==> images/congestion.png <==
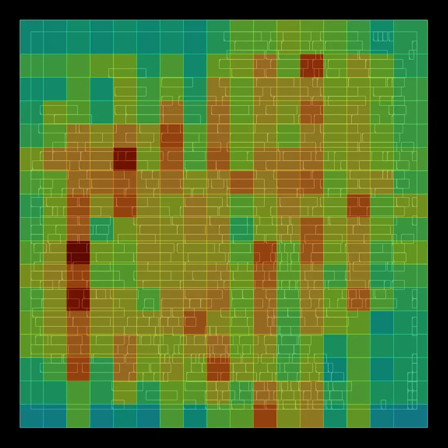
==> images/layer_met2.png <==
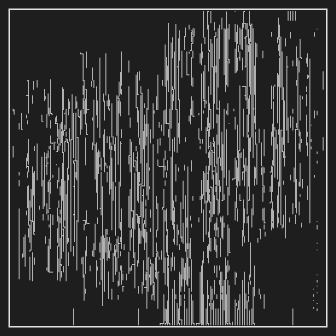
==> images/metal_density.png <==
The bar under the picture is 20 um long. 24 x 24 tiles, from black (low) to pale yellow (high), scaled to the fullest tile. Values are wire area over tile area, all layers added.
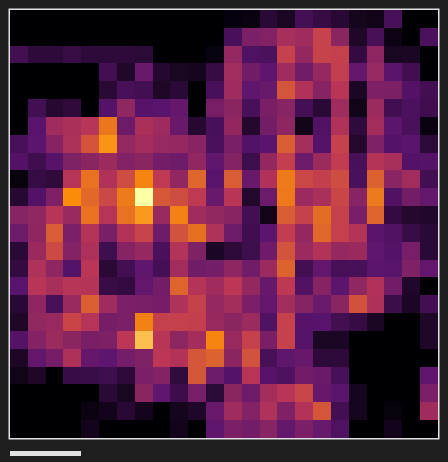
==> images/cell_density.png <==
The bar under the picture is 20 um long. 12 x 12 tiles, from black (low) to pale yellow (high), 0 to 100% covered.
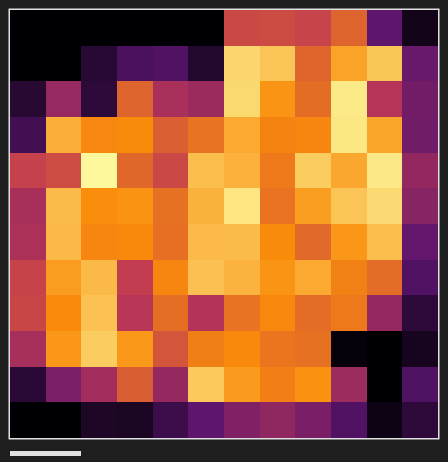
**src/rtl/uart_mmio_fifo.sv**
```systemverilog
// Memory-mapped UART front end: TX/RX byte FIFOs behind STATUS, RX_DATA, TX_DATA and OVF_CNT registers.
// Optional feature macro: UART_OVF_COUNT_EN adds a 16-bit saturating RX-overflow counter at offset 3.
module uart_mmio_fifo #(
  parameter int          FIFO_DEPTH = 8,
  parameter logic [31:0] BASE_ADDR  = 32'h8000_0000
) (
  input  logic        clk,
  input  logic        rst,
  input  logic [31:0] addr,
  input  logic [31:0] wdata,
  input  logic [3:0]  we,
  input  logic        re,
  output logic [31:0] rdata,
  output logic        sel,
  output logic [7:0]  tx_data,
  output logic        tx_valid,
  input  logic        tx_ready,
  input  logic [7:0]  rx_data,
  input  logic        rx_valid,
  output logic        rx_ready
);
  localparam int AW = $clog2(FIFO_DEPTH);
  localparam logic [AW:0] PTR_ONE = 1;

  logic [7:0]  tx_mem [FIFO_DEPTH];
  logic [7:0]  rx_mem [FIFO_DEPTH];
  logic [AW:0] tx_wr, tx_rd, rx_wr, rx_rd;
  logic        tx_full, tx_empty, rx_full, rx_empty;
  logic        tx_push, tx_pop, rx_push, rx_pop, rx_drop;
  logic        bus_wr, bus_rd, rx_overflow;
  logic [1:0]  offset;
  logic [31:0] rd_mux;
  logic        unused_bits;

  assign sel      = (addr[31:4] == BASE_ADDR[31:4]);
  assign offset   = addr[3:2];
  assign bus_wr   = sel & (|we);
  assign bus_rd   = sel & re;
  assign rx_ready = 1'b1;
  assign unused_bits = ^{wdata[31:8], addr[1:0]};

  // Pointers carry one extra wrap bit to tell full from empty.
  assign tx_empty = (tx_wr == tx_rd);
  assign tx_full  = (tx_wr[AW-1:0] == tx_rd[AW-1:0]) && (tx_wr[AW] != tx_rd[AW]);
  assign rx_empty = (rx_wr == rx_rd);
  assign rx_full  = (rx_wr[AW-1:0] == rx_rd[AW-1:0]) && (rx_wr[AW] != rx_rd[AW]);

  assign tx_valid = !tx_empty;
  assign tx_data  = tx_valid ? tx_mem[tx_rd[AW-1:0]] : 8'h00;

  // A pop in the same cycle frees the slot, so a push into a full FIFO is accepted.
  assign tx_pop  = tx_valid & tx_ready;
  assign tx_push = bus_wr & (offset == 2'd2) & (!tx_full | tx_pop);
  assign rx_pop  = bus_rd & (offset == 2'd1) & !rx_empty;
  assign rx_push = rx_valid & (!rx_full | rx_pop);
  assign rx_drop = rx_valid & rx_full & !rx_pop;

  always_ff @(posedge clk) begin
    if (tx_push) tx_mem[tx_wr[AW-1:0]] <= wdata[7:0];
    if (rx_push) rx_mem[rx_wr[AW-1:0]] <= rx_data;
  end

  always_ff @(posedge clk or posedge rst) begin
    if (rst) begin
      tx_wr <= '0;
      tx_rd <= '0;
      rx_wr <= '0;
      rx_rd <= '0;
    end else begin
      if (tx_push) tx_wr <= tx_wr + PTR_ONE;
      if (tx_pop)  tx_rd <= tx_rd + PTR_ONE;
      if (rx_push) rx_wr <= rx_wr + PTR_ONE;
      if (rx_pop)  rx_rd <= rx_rd + PTR_ONE;
    end
  end

  // A new drop in the same cycle as a STATUS read keeps the flag set.
  always_ff @(posedge clk or posedge rst) begin
    if (rst)                               rx_overflow <= 1'b0;
    else if (rx_drop)                      rx_overflow <= 1'b1;
    else if (bus_rd && (offset == 2'd0))   rx_overflow <= 1'b0;
  end

`ifdef UART_OVF_COUNT_EN
  logic [15:0] ovf_cnt;

  always_ff @(posedge clk or posedge rst) begin
    if (rst)                                  ovf_cnt <= '0;
    else if (bus_wr && (offset == 2'd3))      ovf_cnt <= '0;
    else if (rx_drop && (ovf_cnt != 16'hFFFF)) ovf_cnt <= ovf_cnt + 16'd1;
  end
`endif

  always_comb begin
    rd_mux = '0;
    case (offset)
      2'd0: rd_mux = {29'b0, rx_overflow, !rx_empty, !tx_full};
      2'd1: rd_mux = rx_empty ? 32'h0 : {24'b0, rx_mem[rx_rd[AW-1:0]]};
`ifdef UART_OVF_COUNT_EN
      2'd3: rd_mux = {16'b0, ovf_cnt};
`endif
      default: rd_mux = '0;
    endcase
  end

  always_ff @(posedge clk or posedge rst) begin
    if (rst)     rdata <= '0;
    else if (re) rdata <= sel ? rd_mux : 32'h0;
  end
endmodule

```
**config.mk**
```make
export PLATFORM = sky130hd
export DESIGN_NAME = uart_mmio_fifo
export DESIGN_NICKNAME = d
export VERILOG_FILES = /design/src/rtl/uart_mmio_fifo.sv
export SDC_FILE = /design/constraint.sdc
export NUM_CORES = 1
export LEC_CHECK = 0
export CORE_MARGIN = 3
export CORE_UTILIZATION = 50
export DETAILED_ROUTE_END_ITERATION = 8
export PLACE_DENSITY = 0.77
export SLEW_MARGIN = 40
export SYNTH_ARGS = -nofsm -noshare
export SYNTH_HDL_FRONTEND = slang
export SYNTH_SLANG_ARGS = --single-unit
```
**constraint.sdc**
```tcl
create_clock -name clk -period 6.95 [get_ports clk]
set_input_delay 1.39 -clock clk [delete_from_list [all_inputs] [get_ports clk]]
set_output_delay 1.39 -clock clk [all_outputs]
set_load 0.05 [all_outputs]
```
==> flow_summary.ini <==
; yosys + openroad results
[run_status]
status = finished clean

[clocking]
numCtsBuffers = 17
cts_resized = 0
clock-sinks = 153

[finish]
layout_top_cells = edfxtp_1 (128), clkdlybuf4s50_1 (72), mux4_2 (27)
syn_to_final_growth_pct = 22.31
lay_top_count = edfxtp_1
nNonClkBuffers = 83
flop_area_mm2 = 0.004473

[drt]
drc = 0

[worst_hold_path]
whs_endpoint = tx_wr[3]
hold_class = reg2reg

[floorplan]
die_w_um = 120.5
taps = 172
num_rows = 41

[global_route]
antenna_found_initial = 0

[sta]
finalHoldViolCount = 0
holdWs_ns = 0.4910
max_slew_margin = 0.4601

[logic_synthesis]
synth-area-yosys_mm2 = 0.006550
seq_area_frac_synth = 0.6823

[setup_path]
cpLargestDelayFamily = buffers and inverters
-- congestion.png (at the start) --
post-layout util: 0.6297
gr busiest metal: met2
Total GRT Usage: 0.1830
M2 GR Usage: 0.3154
met3 Use GR: 0.04022

-- layer_met2.png (at the start) --
longest straight run: 62.6 um
wire length on this layer: 6660 um
main direction: vertical
nets with wire on the layer: 464
share of all routed wire: 54%

-- metal_density.png (at the start) --
nearly empty tiles: 17%
mean over tiles: 0.13
tiles over half the peak: 13%
fullest tile: 0.48
Vias: 3394
WL/cell: 19.60 um

-- cell_density.png (at the start) --
densest ninth of the die: centre
emptiest ninth of the die: upper left
nearly empty tiles: 9.0%
mean over tiles: 54%
tiles over 75% full: 30%
CORE AREA: 0.01272 mm^2
Floorplan Utilization: 0.5149

## kinds of logic (layout without fill, tap and decap cells)
logic type | count (synthesis) | in the layout | share of synthesized area
xor+xnor | 20 | 20 | 0.02789
other cells | 2 | 25 | 0.001147
mux | 52 | 52 | 0.1448
buf+inv | 46 | 120 | 0.04546
simple gates | 66 | 66 | 0.07259
compound gates | 15 | 15 | 0.01815
flops | 153 | 153 | 0.6823
fa+ha+maj | 4 | 4 | 0.007641
## power by group
| part | internal, uW | switching (uW) |
|---|---|---|
| combinational | 282 | 351 |
| clock | 573 | 367 |
| sequential | 1080 | 117 |
| total | 1940 | 835 |
## registers in the layout, indices dropped and copies added, names as in the netlist
name and flops:
rx_wr 4, tx_wr 4, rx_mem 64, rx_rd 4, tx_mem 64, tx_rd 4
rx_overflow 1, rdata 8
Power figures rest on the tool's default switching activity, not on a simulated workload.
